File: src/rtl/csr_file_if.sv
// csr_file_if: decoder/core <-> CSR file signal bundle.
//   master : the core side. It drives the decode strobes, the operands and the trap/mret events.
//            It receives the read data, the illegal flag and the trap-control outputs.
//   slave  : the CSR file itself, which is the mirror image of master.
// Signals:
//   is_csr, csr_read_en, csr_write_en : SYSTEM decode and read/write request strobes
//   funct3, csr_addr, rs1_field, rs1_data : instruction fields and the rs1 operand
//   instr_retire, trap_valid, trap_pc, trap_cause, mret_valid : retire and trap bookkeeping
//   csr_rdata, csr_illegal, mtvec_out, mepc_out, mie_out : responses
interface csr_file_if;
    logic        is_csr;
    logic        csr_read_en;
    logic        csr_write_en;
    logic [2:0]  funct3;
    logic [11:0] csr_addr;
    logic [4:0]  rs1_field;
    logic [31:0] rs1_data;
    logic        instr_retire;
    logic        trap_valid;
    logic [31:0] trap_pc;
    logic [31:0] trap_cause;
    logic        mret_valid;
    logic [31:0] csr_rdata;
    logic        csr_illegal;
    logic [31:0] mtvec_out;
    logic [31:0] mepc_out;
    logic        mie_out;

    modport master (
        output is_csr, csr_read_en, csr_write_en, funct3, csr_addr, rs1_field, rs1_data,
               instr_retire, trap_valid, trap_pc, trap_cause, mret_valid,
        input  csr_rdata, csr_illegal, mtvec_out, mepc_out, mie_out
    );

    modport slave (
        input  is_csr, csr_read_en, csr_write_en, funct3, csr_addr, rs1_field, rs1_data,
               instr_retire, trap_valid, trap_pc, trap_cause, mret_valid,
        output csr_rdata, csr_illegal, mtvec_out, mepc_out, mie_out
    );
endinterface

File: src/rtl/csr_file.sv
// csr_file: machine-mode CSR register file for a single-cycle RV32IM core.
//   The read is combinational and returns the old value for rd.
//   RW/RS/RC updates (register and immediate forms) take effect at the clock edge.
//   64-bit mcycle/minstret counters run here, along with trap/mret bookkeeping of
//   mstatus.MIE/MPIE, mepc and mcause.
// Ports:
//   clk  : core clock
//   rst  : asynchronous, active-high reset
//   bus  : csr_file_if.slave (decode strobes, operands, trap/mret events, responses)
module csr_file #(
    parameter logic [31:0] MISA_VALUE = 32'h4000_1100,
    parameter logic [31:0] HART_ID    = 32'd0,
    parameter bit          COUNTER_EN = 1'b1
) (
    input  logic        clk,
    input  logic        rst,
    csr_file_if.slave   bus
);

    logic        r_mie;
    logic        r_mpie;
    logic [31:0] r_mtvec;
    logic [31:0] r_mscratch;
    logic [31:0] r_mepc;
    logic [31:0] r_mcause;
    logic [63:0] r_mcycle;
    logic [63:0] r_minstret;

    logic [31:0] w_old;
    logic        w_mapped;
    logic [31:0] w_src;
    logic [31:0] w_new;
    logic        w_wr_req;
    logic        w_illegal;
    logic        w_wr;

    // Read mux, which gives the raw current value of the addressed CSR.
    always_comb begin
        w_old    = 32'd0;
        w_mapped = 1'b1;
        case (bus.csr_addr)
            12'h300: w_old = {24'd0, r_mpie, 3'd0, r_mie, 3'd0};
            12'h301: w_old = MISA_VALUE;
            12'h305: w_old = r_mtvec;
            12'h340: w_old = r_mscratch;
            12'h341: w_old = r_mepc;
            12'h342: w_old = r_mcause;
            12'hB00, 12'hC00: w_old = r_mcycle[31:0];
            12'hB80, 12'hC80: w_old = r_mcycle[63:32];
            12'hB02, 12'hC02: w_old = r_minstret[31:0];
            12'hB82, 12'hC82: w_old = r_minstret[63:32];
            12'hF14: w_old = HART_ID;
            default: w_mapped = 1'b0;
        endcase
    end

    // In the immediate forms (funct3[2] set), rs1_field is a zero-extended zimm.
    assign w_src = bus.funct3[2] ? {27'd0, bus.rs1_field} : bus.rs1_data;

    always_comb begin
        case (bus.funct3[1:0])
            2'b01:   w_new = w_src;
            2'b10:   w_new = w_old | w_src;
            2'b11:   w_new = w_old & ~w_src;
            default: w_new = w_old;
        endcase
    end

    // Set and clear with rs1 = x0 (or zimm = 0) are pure reads.
    // They therefore never write and never fault on read-only CSRs.
    assign w_wr_req  = bus.is_csr & bus.csr_write_en & (bus.funct3 != 3'b000) &
                       ~(bus.funct3[1] & (bus.rs1_field == 5'd0));
    assign w_illegal = bus.is_csr & (bus.funct3 != 3'b000) &
                       (~w_mapped | (w_wr_req & (bus.csr_addr[11:10] == 2'b11)));
    assign w_wr      = w_wr_req & ~w_illegal;

    assign bus.csr_rdata   = (bus.is_csr & bus.csr_read_en & w_mapped) ? w_old : 32'd0;
    assign bus.csr_illegal = w_illegal;
    assign bus.mtvec_out   = r_mtvec;
    assign bus.mepc_out    = r_mepc;
    assign bus.mie_out     = r_mie;

    // A trap outranks mret, and mret outranks a CSR write to the same field.
    // Writes to CSRs that a trap does not touch still land in the same cycle.
    // A misa write falls through every branch here, so it is silently ignored.
    always_ff @(posedge clk or posedge rst) begin
        if (rst) begin
            r_mie      <= 1'b0;
            r_mpie     <= 1'b0;
            r_mtvec    <= 32'd0;
            r_mscratch <= 32'd0;
            r_mepc     <= 32'd0;
            r_mcause   <= 32'd0;
        end else begin
            if (bus.trap_valid) begin
                r_mpie <= r_mie;
                r_mie  <= 1'b0;
            end else if (bus.mret_valid) begin
                r_mie  <= r_mpie;
                r_mpie <= 1'b1;
            end else if (w_wr && bus.csr_addr == 12'h300) begin
                r_mie  <= w_new[3];
                r_mpie <= w_new[7];
            end

            if (bus.trap_valid) begin
                r_mepc   <= {bus.trap_pc[31:2], 2'b00};
                r_mcause <= bus.trap_cause;
            end else begin
                if (w_wr && bus.csr_addr == 12'h341) r_mepc   <= {w_new[31:2], 2'b00};
                if (w_wr && bus.csr_addr == 12'h342) r_mcause <= w_new;
            end

            if (w_wr && bus.csr_addr == 12'h305) r_mtvec    <= {w_new[31:2], 2'b00};
            if (w_wr && bus.csr_addr == 12'h340) r_mscratch <= w_new;
        end
    end

    // When a counter half is written, it takes the new value and the other half holds.
    // The whole 64-bit counter skips its increment in that cycle.
    always_ff @(posedge clk or posedge rst) begin
        if (rst) begin
            r_mcycle   <= 64'd0;
            r_minstret <= 64'd0;
        end else begin
            if (w_wr && bus.csr_addr == 12'hB00)      r_mcycle[31:0]  <= w_new;
            else if (w_wr && bus.csr_addr == 12'hB80) r_mcycle[63:32] <= w_new;
            else if (COUNTER_EN)                      r_mcycle        <= r_mcycle + 64'd1;

            if (w_wr && bus.csr_addr == 12'hB02)      r_minstret[31:0]  <= w_new;
            else if (w_wr && bus.csr_addr == 12'hB82) r_minstret[63:32] <= w_new;
            else if (COUNTER_EN && bus.instr_retire)  r_minstret        <= r_minstret + 64'd1;
        end
    end

endmodule

File: src/flat_wrapper.sv
// flat-port wrapper written by rule: the top's interface ports become plain ports
module csr_file_flat 
#(
    parameter logic [31:0] MISA_VALUE = 32'h4000_1100,
    parameter logic [31:0] HART_ID    = 32'd0,
    parameter bit          COUNTER_EN = 1'b1
)
  (clk, rst, bus_is_csr, bus_csr_read_en, bus_csr_write_en, bus_funct3, bus_csr_addr, bus_rs1_field, bus_rs1_data, bus_instr_retire, bus_trap_valid, bus_trap_pc, bus_trap_cause, bus_mret_valid, bus_csr_rdata, bus_csr_illegal, bus_mtvec_out, bus_mepc_out, bus_mie_out);
  csr_file_if bus_i ();
  input  logic clk;
  input  logic rst;
  input wire logic [$bits(bus_i.is_csr)-1:0] bus_is_csr;
  input wire logic [$bits(bus_i.csr_read_en)-1:0] bus_csr_read_en;
  input wire logic [$bits(bus_i.csr_write_en)-1:0] bus_csr_write_en;
  input wire logic [$bits(bus_i.funct3)-1:0] bus_funct3;
  input wire logic [$bits(bus_i.csr_addr)-1:0] bus_csr_addr;
  input wire logic [$bits(bus_i.rs1_field)-1:0] bus_rs1_field;
  input wire logic [$bits(bus_i.rs1_data)-1:0] bus_rs1_data;
  input wire logic [$bits(bus_i.instr_retire)-1:0] bus_instr_retire;
  input wire logic [$bits(bus_i.trap_valid)-1:0] bus_trap_valid;
  input wire logic [$bits(bus_i.trap_pc)-1:0] bus_trap_pc;
  input wire logic [$bits(bus_i.trap_cause)-1:0] bus_trap_cause;
  input wire logic [$bits(bus_i.mret_valid)-1:0] bus_mret_valid;
  output wire logic [$bits(bus_i.csr_rdata)-1:0] bus_csr_rdata;
  output wire logic [$bits(bus_i.csr_illegal)-1:0] bus_csr_illegal;
  output wire logic [$bits(bus_i.mtvec_out)-1:0] bus_mtvec_out;
  output wire logic [$bits(bus_i.mepc_out)-1:0] bus_mepc_out;
  output wire logic [$bits(bus_i.mie_out)-1:0] bus_mie_out;
  assign bus_i.is_csr = bus_is_csr;
  assign bus_i.csr_read_en = bus_csr_read_en;
  assign bus_i.csr_write_en = bus_csr_write_en;
  assign bus_i.funct3 = bus_funct3;
  assign bus_i.csr_addr = bus_csr_addr;
  assign bus_i.rs1_field = bus_rs1_field;
  assign bus_i.rs1_data = bus_rs1_data;
  assign bus_i.instr_retire = bus_instr_retire;
  assign bus_i.trap_valid = bus_trap_valid;
  assign bus_i.trap_pc = bus_trap_pc;
  assign bus_i.trap_cause = bus_trap_cause;
  assign bus_i.mret_valid = bus_mret_valid;
  assign bus_csr_rdata = bus_i.csr_rdata;
  assign bus_csr_illegal = bus_i.csr_illegal;
  assign bus_mtvec_out = bus_i.mtvec_out;
  assign bus_mepc_out = bus_i.mepc_out;
  assign bus_mie_out = bus_i.mie_out;
  csr_file #(.MISA_VALUE(MISA_VALUE), .HART_ID(HART_ID), .COUNTER_EN(COUNTER_EN)) u_core (.clk(clk), .rst(rst), .bus(bus_i));
endmodule
File: config.mk
export PLATFORM = sky130hd
export DESIGN_NAME = csr_file_flat
export DESIGN_NICKNAME = d
export VERILOG_FILES = /design/src/rtl/csr_file_if.sv /design/src/rtl/csr_file.sv /design/src/flat_wrapper.sv
export SDC_FILE = /design/constraint.sdc
export NUM_CORES = 1
export LEC_CHECK = 0
export CORE_ASPECT_RATIO = 2
export CORE_MARGIN = 3
export CORE_UTILIZATION = 45
export CTS_CLUSTER_DIAMETER = 60
export DETAILED_ROUTE_END_ITERATION = 6
export PLACE_DENSITY = 0.67
export REMOVE_ABC_BUFFERS = 1
export SLEW_MARGIN = 0
export SYNTH_ARGS = -nofsm -noshare
export SYNTH_HDL_FRONTEND = slang
export SYNTH_SLANG_ARGS = --single-unit
File: constraint.sdc
create_clock -name clk -period 10 [get_ports clk]
set_input_delay 2 -clock clk [delete_from_list [all_inputs] [get_ports clk]]
set_output_delay 2 -clock clk [all_outputs]
set_load 0.01 [all_outputs]
Wiring by layer:
Scale bar: 50 µm.
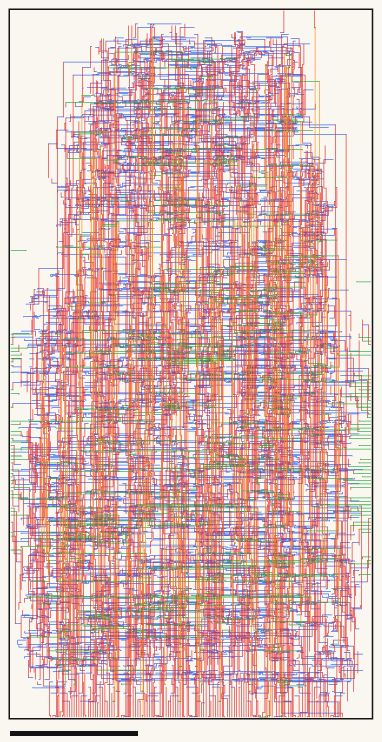
Key: red = metal 2 [wire length 35.0 mm]; green = metal 3 [wire length 5350 µm]; blue = metal 1 [wire length 23.8 mm]; orange = metal 4 [wire length 9480 µm]
via count: 17300
aggregate global-route resource usage: 36.6%
total routed wirelength: 73700 µm
DR WL/cell: 28.7 µm

Clock distribution:
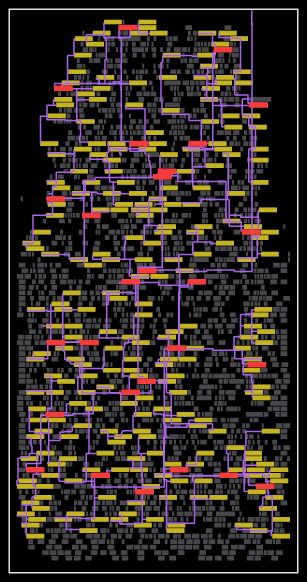
Key: purple = clock wires [length 3810 µm]; red = clock drivers [count 27]; yellow = flip-flops [count 254]
There are 28 routed clock nets.

==> results.rst <==
Flow metrics
------------

.. list-table::
   :header-rows: 1

   * - Metric
     - Value
   * - Status
     - complete, but fails checks
   * - Violations in the final reports
     - DRC
   * - Post-route worst hold slack
     - 0.483 ns
   * - Placer congestion estimate
     - 0.960
   * - Power in the clock group
     - around 1.1 mW
   * - #MultiIn Comb
     - 1540
   * - Gate Count Post-Synth
     - about 2000
   * - Part of the total power dissipated in combinational logic
     - between 10 and 15%
   * - Num rows
     - 98
   * - Layout cell share with drive strength beyond 1
     - under 10%
   * - Critical path class
     - input port to output port
   * - Commonest non-fill, non-tap cells in the layout
     - 254 x sky130_fd_sc_hd__dfrtp_1, 212 x sky130_fd_sc_hd__clkdlybuf4s50_1, 211 x sky130_fd_sc_hd__nand2_1, 185 x sky130_fd_sc_hd__o21ai_0, 163 x sky130_fd_sc_hd__a21oi_1
   * - Clock-pin slew on the worst setup and hold paths
     - roughly 0.070 ns
   * - Met3 demand-to-capacity share in global routing
     - 4.60%
   * - Total power after layout
     - around 2.6 mW
   * - Measured slew at the worst slew-check pin
     - 1.28 ns
   * - Metal3 WL
     - around 5300 µm
   * - CP Data Arrival Time
     - 6.14 ns
   * - Type of the tightest min-delay check
     - flip-flop to flip-flop
   * - Crit path max fanout
     - 18
   * - Hold bufs inserted after CTS
     - 0
   * - Top cell category
     - multi-input combinational cells
   * - Highest metal used
     - met4
   * - Remaining routing DRC violations
     - 1
   * - Area leader, netlist
     - sky130_fd_sc_hd__dfrtp_1
   * - Async set-or-reset flop fraction in the synthesized netlist
     - 100%
   * - Max capacitance violation total
     - 0
   * - Flop count
     - between 200 and 300
   * - Combinational Area
     - about 9500 µm²
   * - Maximum number of pins on one net before global-route repair
     - 113
   * - Number of clock buffer instances in the layout
     - 33
   * - HPWL Detailed
     - between 50000 and 60000 µm
   * - Multi-input gate share of the layout cell area
     - between 40% and 50%
   * - Yosys reg bits
     - approximately 250
   * - I/O pin total
     - between 200 and 250
   * - Worst setup slack after layout
     - ~1.9 ns
   * - Top contributor to total power
     - registers
   * - Clock network area share
     - 4.62%
   * - YS chip area
     - roughly 16000 µm²
   * - Placed inst area
     - roughly 19000 µm²
   * - Yosys cell count
     - roughly 2000
   * - Number of instances on the worst hold path
     - 2
   * - Startpoint types
     - input port
   * - RSZ-0062 raised after global routing
     - false
   * - Number of placed instances, taps included
     - ~2500
   * - Final cell area excluding filler cells
     - between 15000 and 20000 µm²
   * - Post-cts repair resize count
     - 0
   * - Post-CTS setup repair buffer count
     - 0
   * - Slew HR
     - roughly 14%
   * - Final TNS setup
     - 0 ns
   * - Number of setup violations in the final report
     - 0
   * - Number of max-slew violations in the final report
     - 0
   * - Relative contribution of the clock network to total power
     - 41.5%
   * - M1 WL
     - between 20000 and 25000 µm
   * - Final clock skew
     - 0.0258 ns
   * - Worst Path Buf+Inv
     - 3
   * - Most common reg cell
     - sky130_fd_sc_hd__dfrtp_1
   * - Avg Cell Area, Syn
     - between 8 and 9 µm²
   * - Initial cell density of the core
     - roughly 46%
   * - Switching part of the total
     - 29.5%
   * - Worst EP required
     - about 8.0 ns
   * - Number of inserted filler cells in the final layout
     - between 3000 and 4000
   * - Most congested layer reported by global routing
     - met2
   * - Comb power
     - between 0.3 and 0.4 mW
   * - Footprint of the flip-flops and latches
     - between 6000 and 7000 µm²
   * - First-pass GRT wire length
     - 108000 µm
   * - Horizontal die size
     - around 140 µm
   * - Leak pwr
     - 7.75 nW
   * - Top logic cell by instance count in the layout
     - sky130_fd_sc_hd__dfrtp_1
   * - Final min period
     - just over 8 ns
   * - Cycle use final
     - 81.4%
   * - Tapcells inserted
     - about 450
   * - Max stage delay cell, worst path
     - sky130_fd_sc_hd__nor4bb_2
   * - Total number of H-tree levels
     - 1
   * - Height of the chip
     - approximately 280 µm
   * - Number of nets at the end of the flow
     - ~2200
   * - Post-synth EDFFs
     - 0
   * - Largest buffer count on any clock path
     - 3
   * - Max frequency
     - 123 MHz
   * - Share of cell area taken by flip-flops and latches
     - between 30% and 40%
   * - Logic depth of the worst setup path including buffers
     - 8
   * - Placeable core area
     - between 30000 and 40000 µm²
   * - Most common cell in the synthesized netlist
     - sky130_fd_sc_hd__dfrtp_1
   * - Final non-filler cell total
     - 2567
   * - Cell family with the largest share of critical-path delay
     - simple AND/OR/NAND/NOR gates
   * - Clock insertion delay at the later pin of the skew report
     - 0.59 ns
   * - Synthesis-to-finish area growth
     - 20.2%
   * - Global routing met2 resource utilization
     - 59.1%
   * - Cells along the critical path
     - clkdlybuf4s50_1, nor4bb_2, and3_1, buf_4, a222oi_1, and3_1, nor2_1, clkdlybuf4s50_1
   * - Sum of overflow across all layers after global routing
     - 0
   * - Total standard cell area after synthesis
     - approximately 16000 µm²
   * - Buffers, non-clock
     - between 200 and 300
path summary, 6_finish.rpt:
| path | start | end | slack [ns] |
|---|---|---|---|
| max | bus_csr_addr[2] | bus_csr_rdata[5] | 1.86 |
| min | u_core.r_mscratch[26] | u_core.r_mscratch[26] | 0.48 |
| min in group asynchronous | rst | u_core.bus.mtvec_out[16] | 1.92 |
| min reg2reg | u_core.r_mscratch[26] | u_core.r_mscratch[26] | 0.48 |
| max reg2reg | u_core.r_minstret[33] | u_core.r_mscratch[1] | 6.73 |
| max in group asynchronous | rst | u_core.r_mcycle[59] | 6.43 |
cells by family after synthesis:
kind of cell	share of synthesized area (%)
muxes	5.05
other	0.0228
and+or+nand+nor	24.9
AOI/OAI and AO/OA	22.8
buffers and inverters	4.38
DFF	38.6
adders and majority gates	0.152
xor gates and xnor gates	4.04
Power figures rest on the tool's default switching activity, not on a simulated workload.
